<file path="config.mk">
export PLATFORM = sky130hd
export DESIGN_NAME = pipeline_ctrl_flat
export DESIGN_NICKNAME = d
export VERILOG_FILES = /design/src/rtl/pipeline_ctrl_pkg.sv /design/src/rtl/pipeline_ctrl_if.sv /design/src/rtl/pipeline_ctrl_sat_counter.sv /design/src/rtl/pipeline_ctrl.sv /design/src/flat_wrapper.sv
export SDC_FILE = /design/constraint.sdc
export NUM_CORES = 1
export LEC_CHECK = 0
export CORE_ASPECT_RATIO = 0.75
export CORE_MARGIN = 10
export CORE_UTILIZATION = 34
export CTS_BUF_LIST = sky130_fd_sc_hd__clkbuf_4 sky130_fd_sc_hd__clkbuf_8
export DETAILED_ROUTE_END_ITERATION = 10
export GPL_TIMING_DRIVEN = 0
export MAX_ROUTING_LAYER = met4
export PLACE_DENSITY = 0.88
export SLEW_MARGIN = 15
export SYNTH_ARGS = -nofsm -noshare
export SYNTH_HDL_FRONTEND = slang
export SYNTH_SLANG_ARGS = --single-unit
</file>
<file path="constraint.sdc">
create_clock -name clk -period 3 [get_ports clk]
set_clock_uncertainty 0.2 [all_clocks]
set_input_delay 0.6 -clock clk [delete_from_list [all_inputs] [get_ports clk]]
set_output_delay 0.6 -clock clk [all_outputs]
set_load 0.03 [all_outputs]
</file>
<file path="src/rtl/pipeline_ctrl_pkg.sv">
// pipeline_ctrl_pkg
//   Shared types for the pipeline controller: FSM state encoding, the
//   bundle of pipeline enable/flush controls, and helpers to build them.
//   Imported by pipeline_ctrl and its interface users.
package pipeline_ctrl_pkg;

   typedef enum logic [1:0] {
      ST_RUN      = 2'b00,
      ST_MEM_WAIT = 2'b01,
      ST_HALT     = 2'b10
   } state_e;

   // Bit order matters: the constants below are written against it.
   typedef struct packed {
      logic pc_en;
      logic ifid_en;
      logic idex_en;
      logic exmem_en;
      logic memwb_en;
      logic ifid_flush;
      logic idex_flush;
      logic memwb_flush;
   } ctrl_t;

   localparam ctrl_t CTRL_NORMAL = 8'b11111_000;
   // Whole pipe frozen; the bubble keeps a half-finished access out of WB.
   localparam ctrl_t CTRL_FREEZE = 8'b00000_001;
   localparam ctrl_t CTRL_HALT   = 8'b00000_000;
   localparam ctrl_t CTRL_RESET  = 8'b00000_111;

   // Controls for a cycle in which memory is not holding the pipe:
   // a load-use stall beats a branch flush (the flush is simply dropped,
   // the branch gets re-resolved once the stalled instruction moves on).
   function automatic ctrl_t issue_ctrl(input logic stall, input logic flush);
      ctrl_t c;
      c = CTRL_NORMAL;
      if (stall) begin
         c.pc_en      = 1'b0;
         c.ifid_en    = 1'b0;
         c.idex_flush = 1'b1;
      end else if (flush) begin
         c.ifid_flush = 1'b1;
      end
      return c;
   endfunction

   // Wait counter must hold values up to timeout-1; never narrower than 1 bit.
   function automatic int wait_cnt_width(input int timeout);
      return (timeout <= 2) ? 1 : $clog2(timeout);
   endfunction

endpackage

</file>
<file path="src/rtl/pipeline_ctrl_if.sv">
// pipeline_ctrl_if
//   Bundles the hazard/memory request inputs and the pipeline control
//   outputs of pipeline_ctrl.
//   Handshake: mem_req marks a load/store sitting in the memory stage;
//   the access completes in any cycle where mem_req (or an outstanding
//   wait) coincides with mem_ready=1. mem_ready may rise without mem_req
//   and is then ignored in RUN.
//   modport master : hazard unit / data memory side (drives requests)
//   modport slave  : pipeline_ctrl (drives enables, flushes, status)
//   Parameter CNT_WIDTH must match the controller's CNT_WIDTH.
interface pipeline_ctrl_if #(
   parameter int CNT_WIDTH = 32
);
   logic                 stall_req;
   logic                 flush_req;
   logic                 mem_req;
   logic                 mem_ready;
   logic                 pc_en;
   logic                 ifid_en;
   logic                 idex_en;
   logic                 exmem_en;
   logic                 memwb_en;
   logic                 ifid_flush;
   logic                 idex_flush;
   logic                 memwb_flush;
   logic [1:0]           state_o;
   logic                 mem_err;
   logic [CNT_WIDTH-1:0] stall_cycles;
   logic [CNT_WIDTH-1:0] flush_count;

   modport master (
      output stall_req, flush_req, mem_req, mem_ready,
      input  pc_en, ifid_en, idex_en, exmem_en, memwb_en,
      input  ifid_flush, idex_flush, memwb_flush,
      input  state_o, mem_err, stall_cycles, flush_count
   );

   modport slave (
      input  stall_req, flush_req, mem_req, mem_ready,
      output pc_en, ifid_en, idex_en, exmem_en, memwb_en,
      output ifid_flush, idex_flush, memwb_flush,
      output state_o, mem_err, stall_cycles, flush_count
   );
endinterface

</file>
<file path="src/rtl/pipeline_ctrl_sat_counter.sv">
// sat_counter
//   Up-counter that sticks at all-ones instead of wrapping.
//   Ports: clk, rst_n (async, active-low), inc (count this cycle),
//          count (current value).
module sat_counter #(
   parameter int WIDTH = 32
) (
   input  logic             clk,
   input  logic             rst_n,
   input  logic             inc,
   output logic [WIDTH-1:0] count
);
   logic [WIDTH-1:0] count_q;
   logic [WIDTH-1:0] count_d;

   always_comb begin
      count_d = count_q;
      if (inc && (count_q != '1)) count_d = count_q + 1'b1;
   end

   always_ff @(posedge clk or negedge rst_n) begin
      if (!rst_n) count_q <= '0;
      else        count_q <= count_d;
   end

   assign count = count_q;
endmodule

</file>
<file path="src/rtl/pipeline_ctrl.sv">
// pipeline_ctrl
//   Central stall/flush controller for a 5-stage pipeline. Three states:
//   RUN (normal issue), MEM_WAIT (data memory slow, pipe frozen) and
//   HALT (memory never answered; only reset leaves it). All control
//   outputs are combinational from state and current inputs.
//   Ports: clk, rst_n (async, active-low), bus (pipeline_ctrl_if.slave).
//   Parameters: MEM_TIMEOUT (max consecutive MEM_WAIT cycles),
//               CNT_WIDTH (performance counter width).
//   Macro PIPELINE_CTRL_PERF_CNT_EN: when defined, stall_cycles and
//   flush_count are live saturating counters; otherwise tied to zero.
module pipeline_ctrl
   import pipeline_ctrl_pkg::*;
#(
   parameter int MEM_TIMEOUT = 16,
   parameter int CNT_WIDTH   = 32
) (
   input  logic           clk,
   input  logic           rst_n,
   pipeline_ctrl_if.slave bus
);
   localparam int             WCW       = wait_cnt_width(MEM_TIMEOUT);
   localparam logic [WCW-1:0] WAIT_LAST = WCW'(MEM_TIMEOUT - 1);

   state_e         state_q, state_d;
   logic [WCW-1:0] wait_cnt_q, wait_cnt_d;
   logic           mem_err_q, mem_err_d;
   ctrl_t          ctrl;

   always_ff @(posedge clk or negedge rst_n) begin
      if (!rst_n) begin
         state_q    <= ST_RUN;
         wait_cnt_q <= '0;
         mem_err_q  <= 1'b0;
      end else begin
         state_q    <= state_d;
         wait_cnt_q <= wait_cnt_d;
         mem_err_q  <= mem_err_d;
      end
   end

   always_comb begin
      state_d    = state_q;
      wait_cnt_d = wait_cnt_q;
      mem_err_d  = mem_err_q;
      ctrl       = CTRL_HALT;
      unique case (state_q)
         ST_RUN: begin
            wait_cnt_d = '0;
            if (bus.mem_req && !bus.mem_ready) begin
               ctrl    = CTRL_FREEZE;
               state_d = ST_MEM_WAIT;
            end else begin
               ctrl = issue_ctrl(bus.stall_req, bus.flush_req);
            end
         end
         ST_MEM_WAIT: begin
            // A ready arriving on the timeout cycle still completes cleanly.
            if (bus.mem_ready) begin
               ctrl       = issue_ctrl(bus.stall_req, bus.flush_req);
               wait_cnt_d = '0;
               state_d    = ST_RUN;
            end else begin
               ctrl = CTRL_FREEZE;
               if (wait_cnt_q == WAIT_LAST) begin
                  mem_err_d = 1'b1;
                  state_d   = ST_HALT;
               end else begin
                  wait_cnt_d = wait_cnt_q + 1'b1;
               end
            end
         end
         ST_HALT: begin
            ctrl = CTRL_HALT;
         end
         default: begin
            state_d = ST_RUN;
         end
      endcase
      // Reset overrides combinationally so the pipe is held with bubbles
      // even before the first clock edge.
      if (!rst_n) ctrl = CTRL_RESET;
   end

   assign bus.pc_en       = ctrl.pc_en;
   assign bus.ifid_en     = ctrl.ifid_en;
   assign bus.idex_en     = ctrl.idex_en;
   assign bus.exmem_en    = ctrl.exmem_en;
   assign bus.memwb_en    = ctrl.memwb_en;
   assign bus.ifid_flush  = ctrl.ifid_flush;
   assign bus.idex_flush  = ctrl.idex_flush;
   assign bus.memwb_flush = ctrl.memwb_flush;
   assign bus.state_o     = state_q;
   assign bus.mem_err     = mem_err_q;

`ifdef PIPELINE_CTRL_PERF_CNT_EN
   // Counters sit in reset alongside the FSM, so reset cycles never count.
   sat_counter #(.WIDTH(CNT_WIDTH)) u_stall_cnt (
      .clk   (clk),
      .rst_n (rst_n),
      .inc   (~ctrl.pc_en),
      .count (bus.stall_cycles)
   );
   sat_counter #(.WIDTH(CNT_WIDTH)) u_flush_cnt (
      .clk   (clk),
      .rst_n (rst_n),
      .inc   (ctrl.ifid_flush),
      .count (bus.flush_count)
   );
`else
   assign bus.stall_cycles = '0;
   assign bus.flush_count  = '0;
`endif

endmodule

</file>
<file path="src/flat_wrapper.sv">
// flat-port wrapper written by rule: the top's interface ports become plain ports
module pipeline_ctrl_flat import pipeline_ctrl_pkg::*;
#(
   parameter int MEM_TIMEOUT = 16,
   parameter int CNT_WIDTH   = 32
)
  (clk, rst_n, bus_stall_req, bus_flush_req, bus_mem_req, bus_mem_ready, bus_pc_en, bus_ifid_en, bus_idex_en, bus_exmem_en, bus_memwb_en, bus_ifid_flush, bus_idex_flush, bus_memwb_flush, bus_state_o, bus_mem_err, bus_stall_cycles, bus_flush_count);
  pipeline_ctrl_if #(.CNT_WIDTH(CNT_WIDTH)) bus_i ();
  input  logic clk;
  input  logic rst_n;
  input wire logic [$bits(bus_i.stall_req)-1:0] bus_stall_req;
  input wire logic [$bits(bus_i.flush_req)-1:0] bus_flush_req;
  input wire logic [$bits(bus_i.mem_req)-1:0] bus_mem_req;
  input wire logic [$bits(bus_i.mem_ready)-1:0] bus_mem_ready;
  output wire logic [$bits(bus_i.pc_en)-1:0] bus_pc_en;
  output wire logic [$bits(bus_i.ifid_en)-1:0] bus_ifid_en;
  output wire logic [$bits(bus_i.idex_en)-1:0] bus_idex_en;
  output wire logic [$bits(bus_i.exmem_en)-1:0] bus_exmem_en;
  output wire logic [$bits(bus_i.memwb_en)-1:0] bus_memwb_en;
  output wire logic [$bits(bus_i.ifid_flush)-1:0] bus_ifid_flush;
  output wire logic [$bits(bus_i.idex_flush)-1:0] bus_idex_flush;
  output wire logic [$bits(bus_i.memwb_flush)-1:0] bus_memwb_flush;
  output wire logic [$bits(bus_i.state_o)-1:0] bus_state_o;
  output wire logic [$bits(bus_i.mem_err)-1:0] bus_mem_err;
  output wire logic [$bits(bus_i.stall_cycles)-1:0] bus_stall_cycles;
  output wire logic [$bits(bus_i.flush_count)-1:0] bus_flush_count;
  assign bus_i.stall_req = bus_stall_req;
  assign bus_i.flush_req = bus_flush_req;
  assign bus_i.mem_req = bus_mem_req;
  assign bus_i.mem_ready = bus_mem_ready;
  assign bus_pc_en = bus_i.pc_en;
  assign bus_ifid_en = bus_i.ifid_en;
  assign bus_idex_en = bus_i.idex_en;
  assign bus_exmem_en = bus_i.exmem_en;
  assign bus_memwb_en = bus_i.memwb_en;
  assign bus_ifid_flush = bus_i.ifid_flush;
  assign bus_idex_flush = bus_i.idex_flush;
  assign bus_memwb_flush = bus_i.memwb_flush;
  assign bus_state_o = bus_i.state_o;
  assign bus_mem_err = bus_i.mem_err;
  assign bus_stall_cycles = bus_i.stall_cycles;
  assign bus_flush_count = bus_i.flush_count;
  pipeline_ctrl #(.MEM_TIMEOUT(MEM_TIMEOUT), .CNT_WIDTH(CNT_WIDTH)) u_core (.clk(clk), .rst_n(rst_n), .bus(bus_i));
endmodule
</file>
==> changes_impl.md <==
### Changed

- Clkbuf count: 4
- CTS Buffer Depth: 2
- Startpoint Class: input port
- Top cell excl fill/tap: buf_4
- Core footprint: 0.002384 mm²
- WHS: roughly 0.16 ns
- Mean Syn Cell Area: 8.093 µm²
- Critical path peak fanout: 3
- Post-CTS Hold Fix Bufs: 0
- Post-synth EDFFs: 0
- Largest net degree at the start of global routing: 12
- Critical path class: in2out
- Switching Share: 44.04%
- CP Cell Sequence: clkdlybuf4s50_1 > nor2_1 > o21ai_0 > nand2_1 > clkdlybuf4s50_1
- Initial DRT Pass Iterations: 5
- Setup violations, final: 0
- Cell count along the critical path: 5
- Max Slew Vio Count: 0
- GP Congestion: 0.8434
- Late-Pin Clk Latency: 0.25 ns
- Yosys xor share: 0%
- Signal inverters: 3
- Synth warnings: 0
- DRT Wirelength: about 2200 µm
- Syn Inst Count: roughly 110
- Critical Path Start: bus_mem_ready
- I/O Buffers: 16
- Sequential cell area share: 12.96%
- Pre-CTS setup slack: -0.3652 ns
- Clock-pin slew on the worst setup and hold paths: 0.05 ns
- Ys async rst share: 100.0%
- Combinational power: roughly 0.00023 W
- Top-count cell post-synth: buf_4
- Fin crit share: 96.86%
- FF-to-FF Start: u_core.wait_cnt_q[0]
- Row count: 15
- Tool warnings: 26
- Ant diodes: 0
- First-pass GRT wire length: about 3300 µm
- Outcome: complete, no violations
- Reg with most FFs: u_core.wait_cnt_q
- Setup TNS: 0 ns
- Placed cells: about 220
- Synthesized registers: 7
- Tap cell count: 34
- Worst Path Required: 2.20 ns
- Crit end category: primary output
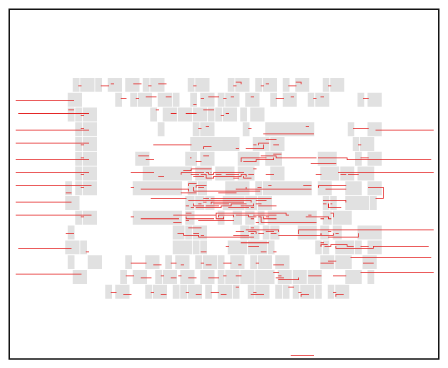
Figure 1: M1 wires.
Cells faint in the background.
The wires run mostly horizontal. The layer carries 759 µm of wire. The longest straight run is 24.8 µm.

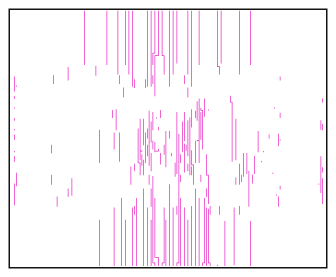
Figure 2: the metal 2 layer.
145 nets have wire on it. The layer carries 1230 µm of wire. The layer holds 55% of the routed length.

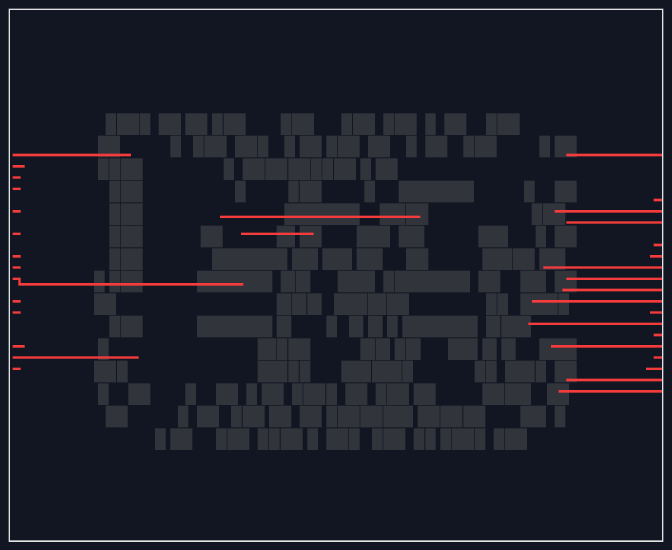
Figure 3: metal 3.
Cells faint in the background.
33 nets have wire on it. The wires run mostly horizontal.

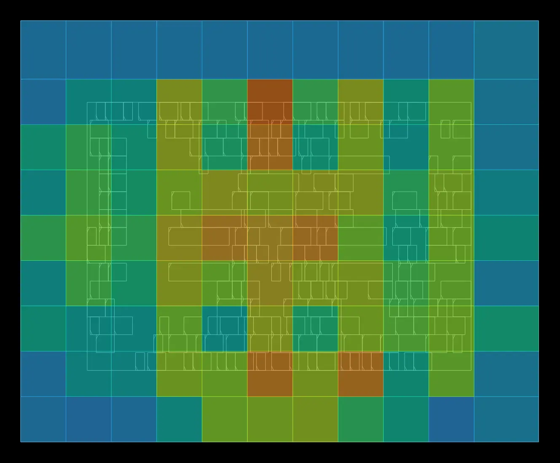
Figure 4: congestion heat map.
WL per Instance: 9.903 µm
GRT met3 Usage: 5.866%
busiest grt layer: met2
Tot GR Track Use: 8.571%
met1 Resource Use GR: 7.103%

Power is estimated from default activity; no workload was simulated.
